### src/rtl/axis_bram_master_pkg.sv
`default_nettype none
// +----------------------------------------------------------------------+
// | axis_bram_master_pkg : state encodings for the BRAM-to-AXIS streamer |
// | Revision: 1.0                                                        |
// +----------------------------------------------------------------------+
package axis_bram_master_pkg;

  localparam int STATE_W = 2;
  typedef logic [STATE_W-1:0] axis_m_state_t;

  localparam axis_m_state_t AXIS_M_IDLE  = 2'd0;
  localparam axis_m_state_t AXIS_M_READ  = 2'd1;
  localparam axis_m_state_t AXIS_M_DRAIN = 2'd2;

endpackage
`default_nettype wire

### src/rtl/axis_out_fifo.sv
`default_nettype none
// +----------------------------------------------------------------------+
// | axis_out_fifo : synchronous FIFO with a first-word-fall-through head |
// | Revision: 1.0                                                        |
// +----------------------------------------------------------------------+
module axis_out_fifo #(
  parameter int WIDTH = 65,
  parameter int DEPTH = 4,
  localparam int PTR_W = (DEPTH > 1) ? $clog2(DEPTH) : 1,
  localparam int CNT_W = $clog2(DEPTH + 1)
) (
  input  logic             clk,
  input  logic             reset,
  input  logic             push,
  input  logic [WIDTH-1:0] push_data,
  input  logic             pop,
  output logic [WIDTH-1:0] head_data,
  output logic             head_valid,
  output logic [CNT_W-1:0] count
);

  localparam logic [PTR_W-1:0] c_last_ptr = PTR_W'(DEPTH - 1);

  logic [WIDTH-1:0] r_mem [DEPTH];
  logic [PTR_W-1:0] r_wr_ptr;
  logic [PTR_W-1:0] r_rd_ptr;
  logic [CNT_W-1:0] r_count;
  logic             w_pop;

  function automatic logic [PTR_W-1:0] next_ptr(input logic [PTR_W-1:0] p);
    return (p == c_last_ptr) ? '0 : p + PTR_W'(1);
  endfunction

  // Popping an empty FIFO is a no-op so the consumer can hold pop high.
  assign w_pop = pop && head_valid;

  always_ff @(posedge clk or posedge reset) begin
    if (reset) begin
      r_wr_ptr <= '0;
      r_rd_ptr <= '0;
      r_count  <= '0;
    end else begin
      if (push)
        r_wr_ptr <= next_ptr(r_wr_ptr);
      if (w_pop)
        r_rd_ptr <= next_ptr(r_rd_ptr);
      case ({push, w_pop})
        2'b10:   r_count <= r_count + CNT_W'(1);
        2'b01:   r_count <= r_count - CNT_W'(1);
        default: r_count <= r_count;
      endcase
    end
  end

  always_ff @(posedge clk) begin
    if (push)
      r_mem[r_wr_ptr] <= push_data;
  end

  assign head_data  = r_mem[r_rd_ptr];
  assign head_valid = (r_count != '0);
  assign count      = r_count;

endmodule
`default_nettype wire

### src/rtl/axis_bram_master.sv
`default_nettype none
// +----------------------------------------------------------------------+
// | axis_bram_master : streams an FFT result frame from BRAM onto AXIS   |
// | Revision: 1.0                                                        |
// +----------------------------------------------------------------------+
module axis_bram_master
  import axis_bram_master_pkg::*;
#(
  parameter int DATA_WIDTH = 64,
  parameter int FFT_SIZE   = 4096,
  parameter int RD_LATENCY = 1,
  parameter int FIFO_DEPTH = 4,
  localparam int ADDR_WIDTH = $clog2(FFT_SIZE),
  localparam int BYTE_COUNT = DATA_WIDTH / 8
) (
  input  logic                  clk,
  input  logic                  reset,
  input  logic                  axis_bram_master_go,
  output logic                  axis_bram_master_busy,
  output logic                  axis_bram_master_done,
  output logic [ADDR_WIDTH-1:0] axis_mem2m_raddr,
  output logic                  axis_mem2m_re,
  input  logic [DATA_WIDTH-1:0] axis_mem2m_rdata,
  output logic                  m_axis_tvalid,
  input  logic                  m_axis_tready,
  output logic                  m_axis_tlast,
  output logic [DATA_WIDTH-1:0] m_axis_tdata,
  output logic [BYTE_COUNT-1:0] m_axis_tkeep
);

  localparam int CNT_W = $clog2(FIFO_DEPTH + 1);
  localparam int SUM_W = CNT_W + 1;

  localparam logic [ADDR_WIDTH:0]   c_last_issue = (ADDR_WIDTH + 1)'(FFT_SIZE - 1);
  localparam logic [ADDR_WIDTH-1:0] c_last_beat  = ADDR_WIDTH'(FFT_SIZE - 1);
  localparam logic [SUM_W-1:0]      c_depth      = SUM_W'(FIFO_DEPTH);

  axis_m_state_t         r_state;
  axis_m_state_t         w_next_state;
  logic [ADDR_WIDTH-1:0] r_rd_cnt;
  logic [ADDR_WIDTH:0]   r_issued;
  logic [ADDR_WIDTH-1:0] r_wr_cnt;
  logic [RD_LATENCY-1:0] r_pipe;
  logic                  r_done;

  logic [CNT_W-1:0]      w_inflight;
  logic [CNT_W-1:0]      w_fifo_count;
  logic                  w_credit_ok;
  logic                  w_push;
  logic                  w_last_flag;
  logic [DATA_WIDTH:0]   w_head;
  logic                  w_head_valid;
  logic                  w_last_hs;

  always_ff @(posedge clk or posedge reset) begin
    if (reset)
      r_state <= AXIS_M_IDLE;
    else
      r_state <= w_next_state;
  end

  // Leaving READ is keyed to the issued count, so the address wrap after
  // the final read never matters.
  always_comb begin
    w_next_state = r_state;
    case (r_state)
      AXIS_M_IDLE:  if (axis_bram_master_go) w_next_state = AXIS_M_READ;
      AXIS_M_READ:  if (axis_mem2m_re && (r_issued == c_last_issue)) w_next_state = AXIS_M_DRAIN;
      AXIS_M_DRAIN: if (w_last_hs) w_next_state = AXIS_M_IDLE;
      default:      w_next_state = AXIS_M_IDLE;
    endcase
  end

  always_comb begin
    axis_mem2m_re         = (r_state == AXIS_M_READ) && w_credit_ok;
    axis_bram_master_busy = (r_state != AXIS_M_IDLE);
  end

  // Reads in flight plus words already queued may never exceed the FIFO.
  always_comb begin
    w_inflight = '0;
    for (int i = 0; i < RD_LATENCY; i++)
      w_inflight = w_inflight + CNT_W'(r_pipe[i]);
  end

  assign w_credit_ok = (SUM_W'(w_fifo_count) + SUM_W'(w_inflight)) < c_depth;
  assign w_push      = r_pipe[RD_LATENCY-1];
  assign w_last_flag = (r_wr_cnt == c_last_beat);
  assign w_last_hs   = w_head_valid && m_axis_tready && w_head[DATA_WIDTH];

  always_ff @(posedge clk or posedge reset) begin
    if (reset) begin
      r_rd_cnt <= '0;
      r_issued <= '0;
      r_wr_cnt <= '0;
      r_pipe   <= '0;
      r_done   <= 1'b0;
    end else begin
      r_pipe <= (r_pipe << 1) | RD_LATENCY'(axis_mem2m_re);
      r_done <= w_last_hs;
      if (r_state == AXIS_M_IDLE) begin
        r_rd_cnt <= '0;
        r_issued <= '0;
        r_wr_cnt <= '0;
      end else begin
        if (axis_mem2m_re) begin
          r_rd_cnt <= r_rd_cnt + ADDR_WIDTH'(1);
          r_issued <= r_issued + (ADDR_WIDTH + 1)'(1);
        end
        if (w_push)
          r_wr_cnt <= r_wr_cnt + ADDR_WIDTH'(1);
      end
    end
  end

  axis_out_fifo #(
    .WIDTH (DATA_WIDTH + 1),
    .DEPTH (FIFO_DEPTH)
  ) u_fifo (
    .clk        (clk),
    .reset      (reset),
    .push       (w_push),
    .push_data  ({w_last_flag, axis_mem2m_rdata}),
    .pop        (m_axis_tready),
    .head_data  (w_head),
    .head_valid (w_head_valid),
    .count      (w_fifo_count)
  );

  assign axis_mem2m_raddr      = r_rd_cnt;
  assign axis_bram_master_done = r_done;
  assign m_axis_tvalid         = w_head_valid;
  assign m_axis_tlast          = w_head_valid && w_head[DATA_WIDTH];
  assign m_axis_tdata          = w_head[DATA_WIDTH-1:0];
  assign m_axis_tkeep          = '1;

endmodule
`default_nettype wire
### config.mk
export PLATFORM = sky130hd
export DESIGN_NAME = axis_bram_master
export DESIGN_NICKNAME = d
export VERILOG_FILES = /design/src/rtl/axis_bram_master_pkg.sv /design/src/rtl/axis_out_fifo.sv /design/src/rtl/axis_bram_master.sv
export SDC_FILE = /design/constraint.sdc
export NUM_CORES = 1
export LEC_CHECK = 0
export ABC_AREA = 1
export CAP_MARGIN = 5
export CORE_ASPECT_RATIO = 0.7
export CORE_MARGIN = 2
export CORE_UTILIZATION = 55
export CTS_CLUSTER_DIAMETER = 150
export CTS_CLUSTER_SIZE = 20
export DETAILED_ROUTE_END_ITERATION = 7
export GPL_TIMING_DRIVEN = 0
export PLACE_DENSITY = 0.79
export SLEW_MARGIN = 5
export SYNTH_ARGS = -nofsm -noshare
export SYNTH_HDL_FRONTEND = slang
export SYNTH_SLANG_ARGS = --single-unit
### constraint.sdc
create_clock -name clk -period 3.3 [get_ports clk]
set_input_delay 0.495 -clock clk [delete_from_list [all_inputs] [get_ports clk]]
set_output_delay 0.495 -clock clk [all_outputs]
set_load 0.03 [all_outputs]
Figure 1. Sequential cells grouped by signal name (run 1).
Other sequential cells in the stronger grey, the rest of the logic in the fainter grey.
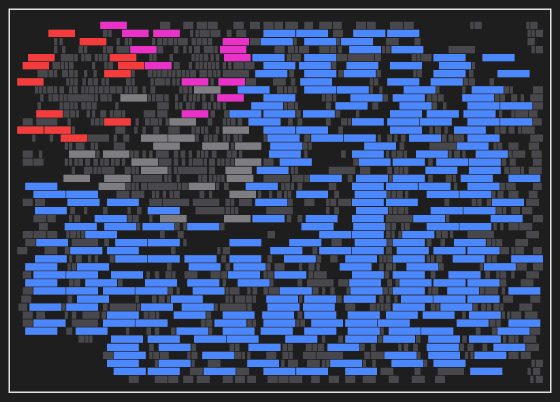
legend:
  magenta:
    netlist_name: axis_mem2m_raddr
    flops: 12
  red:
    netlist_name: r_issued
    flops: 13
    where: upper left
  blue:
    netlist_name: u_fifo.r_mem
    flops: 260
    where: all over the die
not coloured: 23

Figure 2. Track usage over the die (run 1).
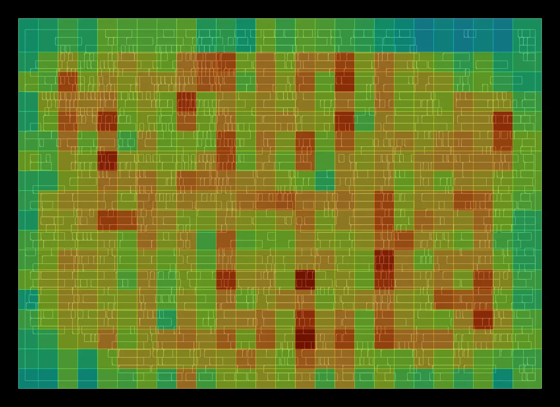
busiest layer in global routing: met1
overall global routing resource usage: 23.07%

Figure 3. Cell density map (run 1).
18 x 13 tiles, from black (low) to pale yellow (high), 0 to 100% covered.
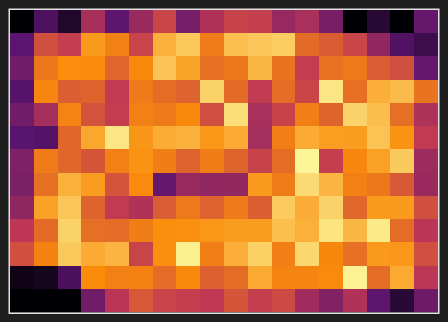
tiles over 75% full: 30%
mean over tiles: 62%
nearly empty tiles: 2.6%
fullest tile: 98%

==> flow_summary.toml, run 1 <==
# yosys + openroad results
[finish]
insertedDiodeCount = 1
area.combinational_sq_um = 2776
nNetsFinal = 1251

[global_route]
grt_util_met1_pct = 35.51

[yosys]
ys_top_cells_by_count = "260 x sky130_fd_sc_hd__edfxtp_1, 168 x sky130_fd_sc_hd__nor2_1, 100 x sky130_fd_sc_hd__nand2_1"
netlist_top_cells_area = "sky130_fd_sc_hd__edfxtp_1 64%, sky130_fd_sc_hd__dfrtp_1 9.8%, sky130_fd_sc_hd__nor2_1 5.1%"
yosys.area_share.aoi_pct = 10.23

[power]
power.static_leakage_nw = 5.696
p_clk_share_pct = 16.5
netSwitchingPower_mw = 5.577
top_power_group = "combinational cells"

[route]
topRoutingLayerUsed = "met5"

[critical_path]
r2r_setup_slack_ns = 1.21
crit_path_end_kind = "primary output"
crit_required_ns = 2.80

[job]
maxCapViolations = 0

[final_timing]
report.final.setup_viol = 0

[clock_network]
tritoncts = "done"
cts_root_buf = "sky130_fd_sc_hd__clkbuf_16"

[hold_path]
holdCritPathClass = "input pin to async pin"

[status]
status = "completed"
==> inputs of run 2 (changes only) <==
- ABC_CLOCK_PERIOD_IN_PS: unset -> 3300
Figure 4. Cell density map (run 2).
18 x 13 tiles, from black (low) to pale yellow (high), 0 to 100% covered.
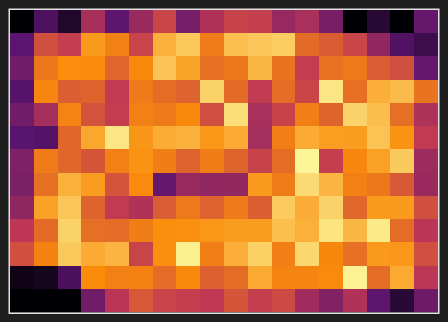
fullest tile: 98%
mean over tiles: 62%
tiles over 75% full: 30%

==> run 2 against run 1 <==
  * Utilization stayed put
  * Sequential share of layout area stayed put
  * Clock power hardly changed
  * Critical endpoint unchanged
  * Largest cell class unchanged
  * Largest power group unchanged
==> flow_summary.toml, run 2 <==
# yosys + openroad results
[status]
status = "completed"

[route]
route.met2.wl_microns = 12210
violation_count_after_the_first_detailed_route_iteration = 886
detail_route.wirelength.met1_microns = 12830
topRoutingLayerUsed = "met5"
ant_nets = 0

[clock_network]
clock-sinks = 308
post_cts_buffers = 0
cts.path.max_buffers = 3
cts_root_buf = "sky130_fd_sc_hd__clkbuf_16"
cts_bufs_inserted = 19
tritoncts = "done"

[power]
worst_ir_drop_on_vdd_mv = 0.5016
netSwitchingPower_mw = 5.577
power.static_leakage_nw = 5.696
comb_power_share_pct = 44.0
p_clk_share_pct = 16.5

[global_route]
via_count_of_the_first_global_routing_pass = 7801
busiest_layer_in_global_routing = "met1"
grt_util_met1_pct = 35.51

[critical_path]
r2r_setup_slack_ns = 1.21
crit_required_ns = 2.80
critical_path.cell_chain = "buf_4, inv_2, buf_6, buf_4, nor2_1, o22ai_1, clkdlybuf4s50_1"
rr_endpoint = "u_fifo.count[2]"
crit_path_end_kind = "primary output"

[yosys]
netlist_top_cells_area = "sky130_fd_sc_hd__edfxtp_1 64%, sky130_fd_sc_hd__dfrtp_1 9.8%, sky130_fd_sc_hd__nor2_1 5.1%"
synth-main-ff-cell = "sky130_fd_sc_hd__edfxtp_1"
yosys.area_share.aoi_pct = 10.23
synth.yosys.chip_area_sq_um = 12270
ys_top_cells_by_count = "260 x sky130_fd_sc_hd__edfxtp_1, 168 x sky130_fd_sc_hd__nor2_1, 100 x sky130_fd_sc_hd__nand2_1"

[finish]
area.combinational_sq_um = 2776
area_growth_pct = 21.20
insertedDiodeCount = 1
nNetsFinal = 1251
dominant_cells = "sequential cells"
final_common_cell = "sky130_fd_sc_hd__edfxtp_1"

[hold_path]
holdCritPathClass = "input pin to async pin"

[job]
maxCapViolations = 0
warnings = 29

[final_timing]
report.final.setup_viol = 0
rsz_0062_raised_after_global_routing = "no"

[die]
die_h_microns = 129.0
Figure 5. Sizing map (run 2).
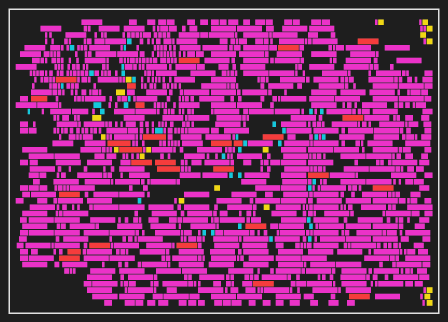
legend:
  red:
    size: drive 6 and up
    cells: 28
    share: 2.4%
  yellow:
    size: drive 3 to 4
    cells: 19
    share: 1.6%
  magenta:
    size: drive 1 or less
    cells: 1094
    share: 93%
  cyan:
    size: drive 2
    cells: 37
    share: 3.1%

Power and IR drop assume default switching activity.
